Clock nets:
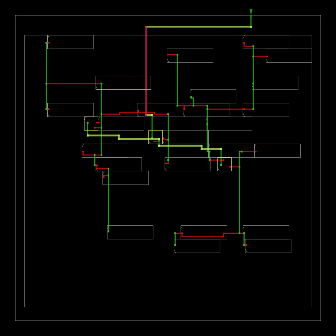
Cells by drive strength:
Scale bar: 20 µm.
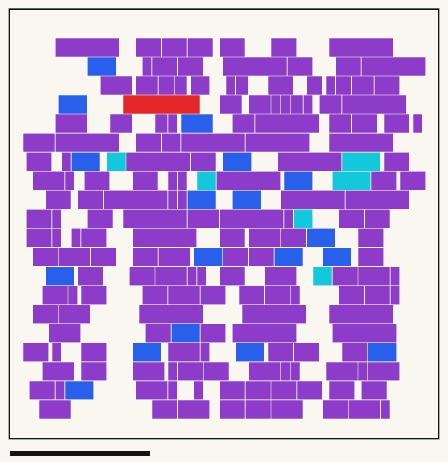
Zoomed window:
Window x 31 to 61, y 0 to 30 µm. Cells in gray, sequential cells in the stronger gray; small squares are vias.
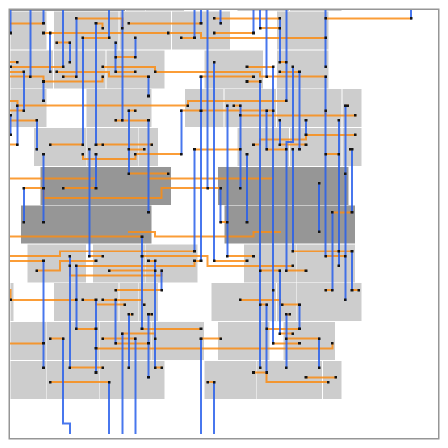
Clock network drawn from the DEF:
Scale bar: 20 µm.
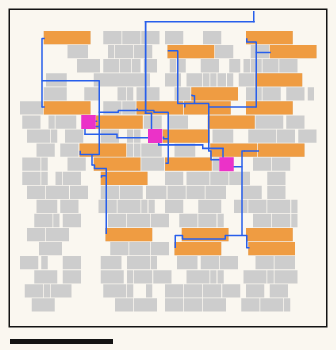
## config.mk

```make
export PLATFORM = sky130hd
export DESIGN_NAME = logic_pipe
export DESIGN_NICKNAME = d
export VERILOG_FILES = /design/src/rtl/logic_pipe.sv
export SDC_FILE = /design/constraint.sdc
export NUM_CORES = 1
export LEC_CHECK = 0
export CAP_MARGIN = 20
export CORE_MARGIN = 1.5
export CORE_UTILIZATION = 52
export DETAILED_ROUTE_END_ITERATION = 16
export PLACE_DENSITY = 0.83
export SLEW_MARGIN = 20
export SYNTH_ARGS = -nofsm -noshare
export SYNTH_HDL_FRONTEND = slang
export SYNTH_SLANG_ARGS = --single-unit
```

## constraint.sdc

```tcl
create_clock -name clk -period 3.78 [get_ports clk]
set_input_delay 1.134 -clock clk [delete_from_list [all_inputs] [get_ports clk]]
set_output_delay 1.134 -clock clk [all_outputs]
set_load 0.02 [all_outputs]
```

## src/rtl/logic_pipe.sv

```systemverilog
// Two-stage valid/ready bitwise-logic pipeline: stage 1 combines a/b and c/d,
// stage 2 combines those results; counts completed output handshakes.
module logic_pipe #(
    parameter int WIDTH   = 4,
    parameter int COUNT_W = 8
) (
    input  logic               clk,
    input  logic               rst,
    input  logic               flush,
    input  logic               in_valid,
    output logic               in_ready,
    input  logic [WIDTH-1:0]   in_a,
    input  logic [WIDTH-1:0]   in_b,
    input  logic [WIDTH-1:0]   in_c,
    input  logic [WIDTH-1:0]   in_d,
    input  logic [5:0]         in_mode,
    output logic               out_valid,
    input  logic               out_ready,
    output logic [WIDTH-1:0]   out_q,
    output logic [COUNT_W-1:0] xfer_count
);

    function automatic logic [WIDTH-1:0] lane_op(input logic [1:0] op,
                                                 input logic [WIDTH-1:0] a,
                                                 input logic [WIDTH-1:0] b);
        logic [WIDTH-1:0] r;
        case (op)
            2'b00:   r = a & b;
            2'b01:   r = a | b;
            2'b10:   r = a ^ b;
            2'b11:   r = ~(a & b);
            default: r = '0;
        endcase
        return r;
    endfunction

    logic               s1_valid_r;
    logic [WIDTH-1:0]   s1_x_r;
    logic [WIDTH-1:0]   s1_y_r;
    logic [1:0]         s1_op_r;
    logic               out_valid_r;
    logic [WIDTH-1:0]   out_q_r;
    logic [COUNT_W-1:0] count_r;

    logic s2_free_s;
    logic s1_adv_s;
    logic accept_s;
    logic out_fire_s;

    // Handshake decode; flush blocks acceptance so it cannot collide with a capture.
    always_comb begin
        s2_free_s  = ~out_valid_r | out_ready;
        s1_adv_s   = s1_valid_r & s2_free_s;
        in_ready   = ~flush & (~s1_valid_r | s2_free_s);
        accept_s   = in_valid & in_ready;
        out_fire_s = out_valid_r & out_ready;
    end

    // Stage 1 capture and valid tracking.
    always_ff @(posedge clk or posedge rst) begin
        if (rst) begin
            s1_valid_r <= 1'b0;
            s1_x_r     <= '0;
            s1_y_r     <= '0;
            s1_op_r    <= 2'b00;
        end else if (flush) begin
            s1_valid_r <= 1'b0;
        end else if (accept_s) begin
            s1_valid_r <= 1'b1;
            s1_x_r     <= lane_op(in_mode[1:0], in_a, in_b);
            s1_y_r     <= lane_op(in_mode[3:2], in_c, in_d);
            s1_op_r    <= in_mode[5:4];
        end else if (s1_adv_s) begin
            s1_valid_r <= 1'b0;
        end else begin
            s1_valid_r <= s1_valid_r;
        end
    end

    // Output stage: result holds while stalled.
    always_ff @(posedge clk or posedge rst) begin
        if (rst) begin
            out_valid_r <= 1'b0;
            out_q_r     <= '0;
        end else if (flush) begin
            out_valid_r <= 1'b0;
        end else if (s1_adv_s) begin
            out_valid_r <= 1'b1;
            out_q_r     <= lane_op(s1_op_r, s1_x_r, s1_y_r);
        end else if (out_ready) begin
            out_valid_r <= 1'b0;
        end else begin
            out_valid_r <= out_valid_r;
        end
    end

    // Handshake counter; a handshake in a flush cycle still counts.
    always_ff @(posedge clk or posedge rst) begin
        if (rst) begin
            count_r <= '0;
        end else if (out_fire_s) begin
            count_r <= count_r + COUNT_W'(1);
        end else begin
            count_r <= count_r;
        end
    end

    assign out_valid  = out_valid_r;
    assign out_q      = out_q_r;
    assign xfer_count = count_r;

endmodule
```

==> flow_summary.yaml <==
# flow metrics
yosys:
  ys_ff: 24
  top_cells_by_area: "dfrtp_1 (34%), mux2i_1 (18%), ha_1 (18%)"
  ys_seq_share_pct: 34.2
  top_area_share_pct: 34.2
  synth_cells: 159
  synth-area-yosys_um2: 1760
hold_path:
  hp-start: "xfer_count[7]"
  worstHoldEndpoint: "xfer_count[7]"
power:
  peakVddDrop_mv: 0.246
  total_leakage_power_nw: 1.17
  p_per_area_nw_per_um2: 423
drt:
  route.detailed.drc: 0
  routedWlPerCell_um: 12.8
layout:
  final_cell_mix: "clkdlybuf4s50_1 (40), mux2i_1 (32), inv_1 (26)"
  lay_top_count: "clkdlybuf4s50_1"
  antennaDiodeCount: 0
  area_growth_pct: 27.3
  drive_above_1_share_pct: 12.7
  final_nets: 250
placed_design:
  hpwl_um: 2620
global_routing:
  grt_antenna_before_repair: 0
  grt_max_degree: 25
  grt_pass1_wl_um: 5130
  grt_use_met3_pct: 3.78
setup_path:
  regToRegStartpoint: "out_valid"
  r2r_end: "out_q[3]"
  critPathKind: "input pin to output pin"
  crit_path_start_kind: "input pin"
  slowest_stage: "clkdlybuf4s50_1"
  required_ps: 2650
run_status:
  status: "completed"
timing:
  maxSlewViolCount: 0
  fin_skew_ps: 6.76
  hold_viol_final: 0
  layout_setup_ws_ps: 92.3
clocking:
  clk_pin_slew_ps: 130
  cts_setup_buffers: 0
floorplanning:
  coreArea_um2: 3130
Back to the opening pictures, 'clock nets':
cts bufs inserted: 3
clock sink total: 24

Back to the opening pictures, 'cells by drive strength':
Key: purple = drive 1 or less [cells 172, share 87%, most used clkdlybuf4s50_1]; cyan = drive 3 to 4 [cells 6, share 3.0%, most used clkbuf_4]; blue = drive 2 [cells 18, share 9.1%, most used mux2_2]; red = drive 6 and up [cells 1, share 0.51%, most used bufinv_16]

Back to the opening pictures, 'zoomed window':
Key: orange = met1; blue = met2
49 logic cells have their middle in the window. Sequential cells in the window: 4. Most frequent: mux2i_1 (15), clkdlybuf4s50_1 (9), ha_1 (8). Netlist names of flops here include s1_x_r (2), s1_y_r (2).

Back to the opening pictures, 'clock network drawn from the DEF':
Key: blue = clock wires [length 278 µm]; orange = flip-flops [count 24]; magenta = cells driving clock nets [count 3]
There are 4 routed clock nets.

[power breakdown]
part,internal [mW],leakage [nW],switching (mW),total (mW)
logic,0.212,0.849,0.169,0.381
registers,0.322,0.292,0.0583,0.380
clock network,0.107,0.0279,0.0769,0.184
[through the flow]
stage               util (%)  area (µm²)
global placement        69.8        2180
floorplan                  -        1760
detailed placement      69.8        2180
global route            71.4        2230
finish                  71.4        2230
CTS                     71.4        2230
[how the worst max path moves through the flow]
stage,start,endpoint,slack [ps],cells after the start
6_report,out_ready,in_ready,90,4
5_1_grt,out_ready,in_ready,50,4
4_1_cts,out_ready,in_ready,100,4
3_5_place_dp,out_ready,in_ready,110,4
3_3_place_gp,out_ready,in_ready,150,4
2_1_floorplan,out_ready,in_ready,1090,2
[area by class of cell]
class	count	area [µm²]
tap	44	55.1
fill	242	893
sequential	24	601
inverter	26	97.6
clock inverter	1	30.0
clock buffer	3	22.5
multi-input combinational	102	1020
timing repair buffer	41	408
[Yosys cell counts, drive strengths merged (2+ instances only)]
cell,count
xnor2,5
mux2,19
xor2,2
nand3b,2
ha,25
nor2,3
inv,26
dfrtp,24
nand2,5
mux2i,32
a21oi,2
buf,7
[routing by layer]
layer  vias to the layer above  routed length [µm]
met5                         -                   0
met1                       566                1330
met2                        26                1620
met4                         0                  17
met3                         2                 124
li1                        604                   -
[kinds of logic (layout without fill, tap and decap cells)]
kind of cell    count (synthesis)  in the layout  synth area share (%)
flops                          24             24                  34.2
buf+inv                        33             71                  7.63
simple gates                   17             17                  5.42
compound gates                  2              2                 0.570
mux                            51             51                  30.9
xor+xnor                        7              7                  3.49
fa+ha+maj                      25             25                  17.8
[registers in the layout (all words and copies together), names as in the netlist]
register    cells
s1_op_r         2
s1_y_r          4
s1_x_r          4
s1_valid_r      1
xfer_count      8
out_q           4
out_valid       1
Power figures rest on the tool's default switching activity, not on a simulated workload.
